--- config.mk ---
export PLATFORM = sky130hd
export DESIGN_NAME = sequenciador_contagem_flat
export DESIGN_NICKNAME = d
export VERILOG_FILES = /design/src/rtl/sequenciador_contagem_if.sv /design/src/rtl/sequenciador_contagem.sv /design/src/flat_wrapper.sv
export SDC_FILE = /design/constraint.sdc
export NUM_CORES = 1
export LEC_CHECK = 0
export CAP_MARGIN = 20
export CORE_ASPECT_RATIO = 1.5
export CORE_MARGIN = 1.5
export CORE_UTILIZATION = 30
export CTS_BUF_LIST = sky130_fd_sc_hd__clkbuf_16
export CTS_CLUSTER_SIZE = 25
export DETAILED_ROUTE_END_ITERATION = 12
export GPL_TIMING_DRIVEN = 0
export PLACE_DENSITY = 0.57
export SETUP_SLACK_MARGIN = 0.15
export SYNTH_ARGS = -nofsm -noshare
export SYNTH_HDL_FRONTEND = slang
export SYNTH_SLANG_ARGS = --single-unit
--- constraint.sdc ---
create_clock -name clock -period 2.01 [get_ports clock]
set_clock_uncertainty 0.05 [all_clocks]
set_input_delay 0.201 -clock clock [delete_from_list [all_inputs] [get_ports clock]]
set_output_delay 0.201 -clock clock [all_outputs]
set_load 0.02 [all_outputs]
--- src/rtl/sequenciador_contagem_if.sv ---
// sequenciador_contagem_if
//   Bundle of the signals exchanged between the phase sequencer and its
//   surroundings (run request, controlled counter and status outputs).
//   master : the sequencer itself (drives preset/carga and status)
//   slave  : the environment (drives habilita and the counter value Q)
//   Signals:
//     habilita  run request
//     Q         current value of the controlled down counter
//     preset    preset value for the counter
//     carga     one-cycle load strobe for the counter
//     fase      current phase index 0..3
//     fim_ciclo pulse when phase 3 completes
//     ocupado   high whenever the sequencer is not idle
//     erro      sticky watchdog flag
interface sequenciador_contagem_if;
    logic       habilita;
    logic [3:0] Q;
    logic [3:0] preset;
    logic       carga;
    logic [1:0] fase;
    logic       fim_ciclo;
    logic       ocupado;
    logic       erro;

    modport master (
        input  habilita,
        input  Q,
        output preset,
        output carga,
        output fase,
        output fim_ciclo,
        output ocupado,
        output erro
    );

    modport slave (
        output habilita,
        output Q,
        input  preset,
        input  carga,
        input  fase,
        input  fim_ciclo,
        input  ocupado,
        input  erro
    );
endinterface

--- src/rtl/sequenciador_contagem.sv ---
// sequenciador_contagem
//   Four-phase sequencer for a 4-bit presettable down counter. Each phase
//   loads the counter with its preset, waits for the counter to reach zero
//   and then moves on to the next phase, repeating while habilita is high.
//
//   Ports:
//     clock  system clock, rising edge
//     reset  asynchronous, active-high reset
//     bus    sequenciador_contagem_if.master (habilita, Q in;
//            preset, carga, fase, fim_ciclo, ocupado, erro out)
//
//   Optional feature: define SEQUENCIADOR_WATCHDOG_EN to build a watchdog
//   that moves to ERRO when the counter stays nonzero for MAX_CICLOS cycles
//   in COUNT. Without it erro is constant 0 and ERRO is never entered.
//
//   State  | meaning
//   IDLE   | stopped, fase=0, waiting for habilita
//   LOAD   | carga high for one cycle, counter takes preset
//   ARM    | first zero check right after the load (catches preset 0)
//   COUNT  | counter running, waiting for Q==0
//   ERRO   | watchdog tripped, waits for habilita=0
module sequenciador_contagem #(
    parameter logic [3:0] PRESET0    = 4'd9,
    parameter logic [3:0] PRESET1    = 4'd5,
    parameter logic [3:0] PRESET2    = 4'd3,
    parameter logic [3:0] PRESET3    = 4'd0,
    parameter int         MAX_CICLOS = 32
) (
    input logic                      clock,
    input logic                      reset,
    sequenciador_contagem_if.master  bus
);

    typedef enum logic [2:0] {
        IDLE  = 3'd0,
        LOAD  = 3'd1,
        ARM   = 3'd2,
        COUNT = 3'd3,
        ERRO  = 3'd4
    } estado_t;

    if (MAX_CICLOS < 1 || MAX_CICLOS > 63) begin : g_max_ciclos_invalido
        $error("MAX_CICLOS must be in 1..63");
    end

    estado_t    estado;
    logic [1:0] fase_r;
    logic [3:0] preset_r;
    logic       carga_r;
    logic       fim_r;
    logic       ocupado_r;
    logic [1:0] fase_prox;

    assign fase_prox = fase_r + 2'd1;

    function automatic logic [3:0] preset_de(input logic [1:0] f);
        logic [3:0] p;
        case (f)
            2'd0:    p = PRESET0;
            2'd1:    p = PRESET1;
            2'd2:    p = PRESET2;
            default: p = PRESET3;
        endcase
        return p;
    endfunction

`ifdef SEQUENCIADOR_WATCHDOG_EN
    // The timer holds (cycles spent in COUNT - 1) at each edge, so the trip
    // lands exactly MAX_CICLOS edges after COUNT was entered.
    localparam logic [5:0] LIMITE = 6'(MAX_CICLOS - 1);
    logic [5:0] timer;
    logic       erro_r;
`endif

    always_ff @(posedge clock or posedge reset) begin
        if (reset) begin
            estado    <= IDLE;
            fase_r    <= 2'd0;
            preset_r  <= PRESET0;
            carga_r   <= 1'b0;
            fim_r     <= 1'b0;
            ocupado_r <= 1'b0;
`ifdef SEQUENCIADOR_WATCHDOG_EN
            timer     <= 6'd0;
            erro_r    <= 1'b0;
`endif
        end else begin
            carga_r <= 1'b0;
            fim_r   <= 1'b0;
            case (estado)
                IDLE: begin
                    fase_r   <= 2'd0;
                    preset_r <= PRESET0;
                    if (bus.habilita) begin
                        estado    <= LOAD;
                        carga_r   <= 1'b1;
                        ocupado_r <= 1'b1;
                    end else begin
                        ocupado_r <= 1'b0;
                    end
                end
                LOAD: begin
                    estado    <= ARM;
                    ocupado_r <= 1'b1;
                end
                ARM, COUNT: begin
                    if (bus.Q == 4'd0) begin
                        // Phase complete; habilita is only looked at here,
                        // so a mid-phase drop lets the phase finish.
                        if (fase_r == 2'd3) begin
                            fim_r <= 1'b1;
                        end
                        if (bus.habilita) begin
                            estado    <= LOAD;
                            carga_r   <= 1'b1;
                            fase_r    <= fase_prox;
                            preset_r  <= preset_de(fase_prox);
                            ocupado_r <= 1'b1;
                        end else begin
                            estado    <= IDLE;
                            fase_r    <= 2'd0;
                            preset_r  <= PRESET0;
                            ocupado_r <= 1'b0;
                        end
                    end else if (estado == ARM) begin
                        estado <= COUNT;
`ifdef SEQUENCIADOR_WATCHDOG_EN
                        timer  <= 6'd0;
`endif
                    end else begin
`ifdef SEQUENCIADOR_WATCHDOG_EN
                        if (timer == LIMITE) begin
                            estado <= ERRO;
                            erro_r <= 1'b1;
                        end else begin
                            timer <= timer + 6'd1;
                        end
`else
                        estado <= COUNT;
`endif
                    end
                end
                ERRO: begin
                    if (!bus.habilita) begin
                        estado    <= IDLE;
                        fase_r    <= 2'd0;
                        preset_r  <= PRESET0;
                        ocupado_r <= 1'b0;
                    end
                end
                default: begin
                    estado    <= IDLE;
                    fase_r    <= 2'd0;
                    preset_r  <= PRESET0;
                    ocupado_r <= 1'b0;
                end
            endcase
        end
    end

    assign bus.preset    = preset_r;
    assign bus.carga     = carga_r;
    assign bus.fase      = fase_r;
    assign bus.fim_ciclo = fim_r;
    assign bus.ocupado   = ocupado_r;
`ifdef SEQUENCIADOR_WATCHDOG_EN
    assign bus.erro      = erro_r;
`else
    assign bus.erro      = 1'b0;
`endif

endmodule

--- src/flat_wrapper.sv ---
// flat-port wrapper written by rule: the top's interface ports become plain ports
module sequenciador_contagem_flat 
#(
    parameter logic [3:0] PRESET0    = 4'd9,
    parameter logic [3:0] PRESET1    = 4'd5,
    parameter logic [3:0] PRESET2    = 4'd3,
    parameter logic [3:0] PRESET3    = 4'd0,
    parameter int         MAX_CICLOS = 32
)
  (clock, reset, bus_habilita, bus_Q, bus_preset, bus_carga, bus_fase, bus_fim_ciclo, bus_ocupado, bus_erro);
  sequenciador_contagem_if bus_i ();
  input logic clock;
  input logic reset;
  input wire logic [$bits(bus_i.habilita)-1:0] bus_habilita;
  input wire logic [$bits(bus_i.Q)-1:0] bus_Q;
  output wire logic [$bits(bus_i.preset)-1:0] bus_preset;
  output wire logic [$bits(bus_i.carga)-1:0] bus_carga;
  output wire logic [$bits(bus_i.fase)-1:0] bus_fase;
  output wire logic [$bits(bus_i.fim_ciclo)-1:0] bus_fim_ciclo;
  output wire logic [$bits(bus_i.ocupado)-1:0] bus_ocupado;
  output wire logic [$bits(bus_i.erro)-1:0] bus_erro;
  assign bus_i.habilita = bus_habilita;
  assign bus_i.Q = bus_Q;
  assign bus_preset = bus_i.preset;
  assign bus_carga = bus_i.carga;
  assign bus_fase = bus_i.fase;
  assign bus_fim_ciclo = bus_i.fim_ciclo;
  assign bus_ocupado = bus_i.ocupado;
  assign bus_erro = bus_i.erro;
  sequenciador_contagem #(.PRESET0(PRESET0), .PRESET1(PRESET1), .PRESET2(PRESET2), .PRESET3(PRESET3), .MAX_CICLOS(MAX_CICLOS)) u_core (.clock(clock), .reset(reset), .bus(bus_i));
endmodule
Run 1, clock nets:
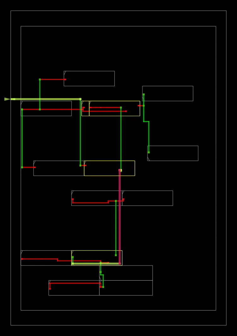
flop count: 11
Clock Sinks: 11
clock buffer count: 3

Run 1, logic cells by family:
Drawn at 4 px/µm.
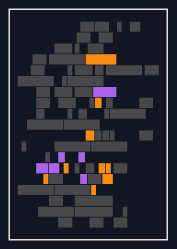
Key: nor cells = orange [cells 9]; aoi and oai cells = purple [cells 6]

Run 1, routed clock nets over the placement:
Drawn at 4 px/µm.
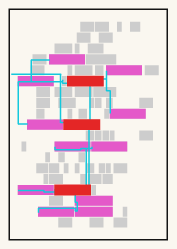
Key: flip-flops = magenta [count 11]; clock-net drivers = red [count 3]; clock wires = cyan [length 177 µm]
There are 4 routed clock nets.

==> run summary, run 1 <==
The synthesis and place-and-route flow finished, so here is a summary.

The number of DRC violations after detailed-routing iteration 0 is 2. The largest driver fanout on the critical path came out at 8. The capturing element of the worst setup path is bus_fase[0]. Of the total synthesized cell area, the portion taken by XOR and XNOR cells is 0. In this run the VDD rail shows a maximum IR drop of 0.668 mV. The clock-pin slew on the worst setup and hold paths is about 40 ps. The clock passes through at most 2 buffers. OpenSTA lists the critical path startpoint as u_core.bus.fase[0]$_DFFE_PP0P_. The master of the slowest instance on the critical path is clkdlybuf4s50_1. The most congested layer reported by global routing is met2. The critical path goes through clkdlybuf4s50_1. The count of max-cap constraint violations is 0. The largest net degree at the start of global routing is 12. The flow ran to the end, and the final reports show no timing, DRC or antenna violations. The final RePlAce weighted congestion is just over 0.7.

The number of non-clock buffers in the layout came out at 17. The tightest min-delay check is of the input pin to async pin type. The routed wire length is 1.14 mm. The worst reg-to-reg setup slack is 720 ps. The met3 layer usage reported by global route came out at 0.0233. For the worst setup path, the data arrival time is 1380 ps.

The top routing layer in use is met4. After detailed routing, the average wire length per cell comes to 12.1 µm. The post-synthesis cell type with the largest instance count is dfrtp_1. The largest part of the power goes to the clock network. Counting every instance in the synthesized netlist gives 55.

The top cell type in the final layout, fill and taps aside, is clkdlybuf4s50_1. The detailed router placed 441 vias in this run. The number of antenna violations at the first check in global routing is 0. The internal power component came out at 0.633 mW. In this run the cell area of the synthesized design comes to 588 µm². Hold is met by 215 ps.

Of the total synthesized cell area, the portion taken by AND, OR, NAND and NOR gates is 0.215. The number of well-tap cells placed came out at 21. The switching power summed over all nets came out at roughly 0.24 mW.

The largest incremental delay on the critical path came out at 660 ps. The final tally of setup violations is 0. The total nets after synthesis is roughly 67. The area taken by flip-flops and latches is ~280 µm².

The dominant non-sequential cell family after synthesis is simple AND/OR/NAND/NOR gates. The final design utilization came out at 0.455. The headroom to the max-slew limit is 0.662. The total power after layout came out at 0.875 mW.

The post-place setup slack is 212 ps. The share of flip-flops with an asynchronous set or reset after synthesis is 1.00. The tally of OpenROAD warnings is 30. The number of clock buffers inserted by TritonCTS is 3. Sorting the synthesized cells by how often they occur yields dfrtp_1 (9), ha_1 (5), inv_1 (4), nand2_1 (4), nor2_1 (4).

The post-route met1 wirelength came out at 484 µm. The sequential area share after synthesis came out at 0.472. The master cell of the clock root buffer is clkbuf_16. The power drawn by the clock network is between 0.3 and 0.4 mW. The power of the combinational group came out at 0.217 mW. The total of warnings raised by yosys is 0. Once the clock tree was built, the resizer swapped 0 gates to a different size. The CTS tree is built. The ratio of total power to cell area came out at between 1000 and 1500 nW/µm². The number of buffer cells added on primary ports is 14. The combinational share of cell area came out at 0.336. The post-detailed-route via-to-cell ratio is 4.69. The combinational gate area is around 280 µm². Before antenna repair, the detailed router went through 2 iterations. The number of cells traversed by the worst register-to-register path came out at 4. At the worst endpoint, the required time is between 1500 and 2000 ps. Of the post-synthesis cell area, the dominant cell type holds 0.383.
Run 1, routed metal, one colour a layer:
Drawn at 8 px/µm.
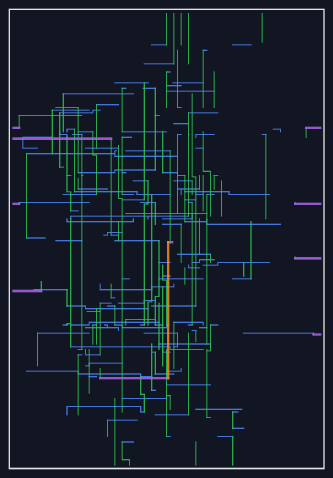

==> run 2, diff against run 1 <==
clock period = 1.6 ns   (was 2.01 ns; I/O delays follow)
Run 2, routed metal, one colour a layer:
Drawn at 8 px/µm.
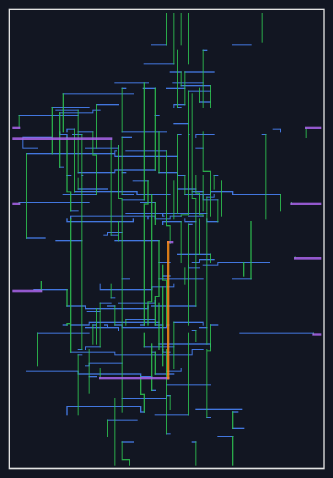
Key: M1 = blue [wire length 478 µm]; M3 = purple [wire length 34.9 µm]; M4 = orange [wire length 17.0 µm]; M2 = green [wire length 614 µm]
DR WL/cell: 12.0 µm
total routing resource utilization after global routing: 0.129
vias after detailed routing: 449

Run 2, supply network:
Drawn at 6 px/µm. Pins as bars on the die edge.
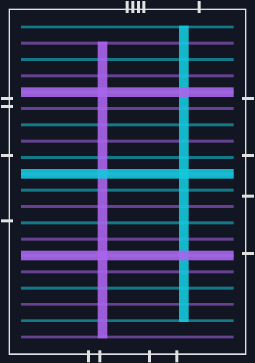
Key: VDD = cyan; VSS = purple
17 signal pins sit on the boundary. 20 met1 rails follow the rows.
horizontal die size: 39.2 µm
vertical die dimension: 57.2 µm
CORE AREA: 1830 µm²
IR drop worst, VDD: 0.837 mV

==> run 2 against run 1 <==
Against the previous run:
- combinational power increased by 19%
- largest cell class unchanged
- first-iteration DRC count increased to 4.0 times the previous value
- register-to-register slack got worse by 410 ps
- sequential power increased by 25%
- critical path depth unchanged
- synthesized cell count unchanged
- routed wire length increased by 0.44%
- cell area increased by 0.90%
- worst hold slack got worse by 41 ps
- sequential share of layout area decreased by 0.30 points
- area after synthesis unchanged
- critical endpoint is now bus_preset[2]
==> run summary, run 2 <==
The synthesis and place-and-route flow finished, so here is a summary.

For the final routed database, the setup TNS stands at 0 ps. For reference, the top logic cell family by area is simple AND/OR/NAND/NOR gates. The worst setup path startpoint is u_core.bus.preset[2]$_DFFE_PP0P_. Routed signal wires occupy layers up through met4.

The combinational gate area was 285 µm² (+1.8%). Per report_power, the top consumer among the power groups is the clock network. The largest net degree at the start of global routing came to 12 (unchanged). Between the synthesized netlist and the finished layout, the area growth was recorded as 43.0%.

The number of buffer cells added on primary ports was 14 (unchanged). The tree is rooted in a clkbuf_16. The critical path goes through clkdlybuf4s50_1.

The number of DRC violations after detailed-routing iteration 0 came out at 8 (+6). The instance tally after logic synthesis came to 55 (unchanged). The worst reg-to-reg setup slack is 310 ps (-410 ps). The area taken by flip-flops and latches is 278 µm² (unchanged). For this run, the post-layout net count is 87. The post-synthesis share of cell area spent on and, or, nand and nor gates came out at 0.215 (unchanged).

The largest driver fanout on the critical path came out at 3 (-5). The routed wire length came out at 1.14 mm (+0.44%). The number of clock buffers inserted by TritonCTS came to 3 (unchanged).

The post-route met1 wirelength is 478 µm (-1.2%). The run finished with clean final reports. The number of antenna violations at the first check in global routing is 0 (unchanged). The number of different library cells in the post-synthesis netlist came out at 26.

The total nets after synthesis came out at 67 (unchanged). The worst register-to-register path ends at u_core.bus.fase[0]$_DFFE_PP0P_. The number of global-route vias before repair is 454. The final tally of setup violations came out at 0 (unchanged). The post-synthesis mux area share came out at 0.0340.

The synth_stat.txt file lists the number of cells as approximately 55. met2 is the most crowded layer. The post-cts sizing count came out at 4 (+4). The CTS sink count came out at 11 (unchanged). Looking at the area split, the leading class of cells is logic gates. The switching power summed over all nets is 0.304 mW (+25%). The deepest clock path buffer count was 2 (unchanged).

The final RePlAce weighted congestion is 0.724 (unchanged). For this run the top cell type by instance count after synthesis was dfrtp_1. The sequential cell count came out at 11 (unchanged).

The fraction of the core area occupied by cells at floorplan is 0.321. The power of the combinational group came out at 0.258 mW (+19%). The count of max-cap constraint violations came out at 0 (unchanged). The post-place setup slack came out at -157 ps (-369 ps). For reference, the top cells by area after synthesis are dfrtp_1 (38%), ha_1 (11%), dfstp_2 (8.9%). The total power after layout is 1.08 mW (+24%). The xor-xnor portion of the synthesized cell area was 0 (unchanged). The largest incremental delay on the critical path came to 600 ps (-60 ps).

The final design utilization came out at 0.459 (+0.00410). The sequential area share after synthesis came to 0.472 (unchanged). The number of non-clock buffers in the layout is 18 (+1).

The tally of OpenROAD warnings came to 31 (+3.3%). The data required time of the worst path is 1390 ps (-370 ps). In the final layout, the share of cells above drive strength 1 is 0.162. The fraction of synthesized cell area taken by the top area cell type came out at 0.383 (unchanged). The worst min-delay path category is input pin to async pin.

Summed over all layers, the global routing overflow is 0. The number of clock buffer instances in the layout came to 3 (unchanged). STA classifies the critical path endpoint as an output pin. The maximum operating frequency came out at 713 MHz.

The ratio of total power to cell area is 1290 nW/µm² (+23%). The post-detailed-route via-to-cell ratio came to 4.73 (+0.74%). Among logic cells in the layout, the one with the most instances is clkdlybuf4s50_1. The power share of the clock group came out at 0.415. The worst hold margin was 174 ps (-41.1 ps). The number of well-tap cells placed was 21 (unchanged). The combinational share of cell area came out at 0.339 (+0.00295). The number of cells traversed by the worst register-to-register path is 3 (-1). The share of flip-flops with an asynchronous set or reset after synthesis came to 1.00 (unchanged).

For this design, the slowest cell found on the critical path is clkdlybuf4s50_1. The internal power component came to 0.779 mW (+23%). TritonCTS built the clock tree. dfrtp_1 takes more of the synthesized area than any other cell. The power drawn by the clock network was 0.450 mW (+26%). Of all the cell area in the finished design, the clock network holds 0.0938.

All stages included, the depth of the critical timing path comes to 1. In this run the worst setup path terminates at bus_preset[2]. The non-clock inverter count in the final layout came out at 4. The layout report lists the non-clock buffer share of cell area as 0.188. The post-synth design cell area came out at 588 µm² (unchanged).

The global routing usage on met2 came out at 0.217. For reference, the top cells by count after synthesis are dfrtp_1 (9), ha_1 (5), inv_1 (4), nand2_1 (4), nor2_1 (4). The total of warnings raised by yosys is 0 (unchanged). The arrival time at the worst endpoint is 1190 ps (-190 ps). The clock-pin slew on the worst setup and hold paths is 40 ps (about the same). The met3 layer usage reported by global route is 0.0233 (unchanged). Yosys reports a chip area of 588 µm². The detailed-router iteration count before antenna repair came out at 2 (unchanged).
==> run 3, diff against run 2 <==
CAP_MARGIN = unset   (was 20)
Run 3, clock nets:
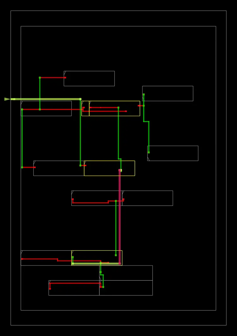
Clock group: 0.450 mW
number of CTS-inserted buffers: 3
clock latency on the worst-skew pair: 240 ps

Run 3, routed clock nets over the placement:
Drawn at 4 px/µm.
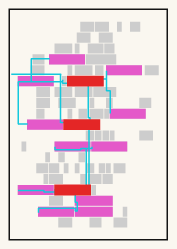
Key: clock wires = cyan [length 178 µm]; flip-flops = magenta [count 11]; clock-net drivers = red [count 3]
There are 4 routed clock nets.
Clock power frac: 0.415

==> run 3 against run 2 <==
Against the previous run:
- combinational power about the same
- clock power is essentially flat
- cell area stayed put
- utilization did not move
- setup slack unchanged
- area after synthesis unchanged
==> run summary, run 3 <==
The synthesis and place-and-route flow finished, so here is a summary.

The largest incremental delay on the critical path came out at 600 ps (about the same). The most area-hungry cell class in the final design is logic gates. Per STA, the worst path is made up of clkdlybuf4s50_1. The worst setup path startpoint is u_core.bus.preset[2]$_DFFE_PP0P_.

The number of different library cells in the post-synthesis netlist is 26 (unchanged). The clock-pin slew on the worst setup and hold paths is 40 ps (about the same). In the detailed route, the total length drawn on met2 is 613 µm. The final RePlAce weighted congestion is 0.724 (unchanged).

The CTS sink count is 11 (unchanged). The root buffer cell chosen for the clock tree is clkbuf_16. Counting instances in the post-synthesis netlist gives the leading cell types as dfrtp_1 (9), ha_1 (5), inv_1 (4), nand2_1 (4), nor2_1 (4).

The most common logic cell in the final layout is clkdlybuf4s50_1. The critical path depth in cells came out at 1 (unchanged). TritonCTS built the clock tree. The non-clock buffer area fraction after layout is 0.188 (unchanged).

The final tally of setup violations is 0 (unchanged). The non-clock inverter count in the final layout came out at 4 (unchanged). The reg-to-reg critical path endpoint is u_core.bus.fase[0]$_DFFE_PP0P_. The largest driver fanout on the critical path is 3 (unchanged). The die outline width came out at 39.2 µm (unchanged). The biggest power consumer among the groups is the clock network.

The total power after layout was 1.08 mW (unchanged). The average routed wire per standard cell came out at 12.0 µm (unchanged). Of all cell types, the one taking the most synthesized area is dfrtp_1.

The instance tally after logic synthesis came out at 55 (unchanged). The number of nets in the finished design was 87 (unchanged). The maximum resistive drop on vdd is 0.837 mV (unchanged). The count of max-cap constraint violations is 0 (unchanged). The met3 layer usage reported by global route is 0.0233 (unchanged). STA reports the tightest min-delay check as being of type input pin to async pin. The number of global-route vias before repair was 454 (unchanged).

The sequential area share after synthesis is 0.472 (unchanged). The area of the core is 1830 µm² (unchanged). The master of the slowest instance on the critical path is clkdlybuf4s50_1. The number of non-clock buffers in the layout came out at 18 (unchanged). The post-place setup slack came out at -157 ps (unchanged). Excluding fillers, the count of instances in the completed layout stands at 95. The number of clock buffer instances in the layout came out at 3 (unchanged). The number of well-tap cells placed came out at 21 (unchanged). The number of cells in the yosys synthesis report came out at 55 (unchanged). The combinational gate area came out at 285 µm² (unchanged). The number of buffer cells added on primary ports is 14 (unchanged).

The vertical extent of the die was 57.2 µm (unchanged). The sequential cell count is 11 (unchanged). The post-route met1 wirelength is 478 µm (unchanged). The area taken by flip-flops and latches is 278 µm² (unchanged).

The Yosys chip area is 588 µm² (unchanged). The post-detailed-route via-to-cell ratio is 4.73 (unchanged). The post-synthesis share of cell area spent on and, or, nand and nor gates came out at 0.215 (unchanged).

In this run the worst setup path terminates at bus_preset[2]. The detailed-router iteration count before antenna repair is 2 (unchanged). The via count of the routed design is 449 (unchanged). The setup total negative slack is 0 ps (unchanged).

The combinational share of cell area came out at 0.339 (unchanged). The largest net degree at the start of global routing is 12 (unchanged). The total global routing overflow is 0 (unchanged).

The fraction of the core area occupied by cells at floorplan came out at 0.321 (unchanged). The top routing layer in use is met4. The deepest clock path buffer count came out at 2 (unchanged). The worst setup path is captured at an output pin.

The xor-xnor portion of the synthesized cell area was 0 (unchanged). The post-synth design cell area came to 588 µm² (unchanged). The dominant non-sequential cell family after synthesis is simple AND/OR/NAND/NOR gates. The tally of OpenROAD warnings was 31 (unchanged). The ratio of total power to cell area came out at 1290 nW/µm² (unchanged). The run finished with clean final reports. The switching power summed over all nets was 0.304 mW (unchanged). The worst hold margin was 174 ps (unchanged). The number of antenna violations at the first check in global routing came out at 0 (unchanged). The total of warnings raised by yosys came to 0 (unchanged). The fraction of synthesized cell area taken by the top area cell type is 0.383 (unchanged). The share of flip-flops with an asynchronous set or reset after synthesis came out at 1.00 (unchanged).

The fraction of area in clock buffers and inverters was 0.0938 (unchanged). The global routing usage on met2 is 0.217 (unchanged). The number of DRC violations after detailed-routing iteration 0 is 8 (unchanged).
Power is estimated from default activity; no workload was simulated.
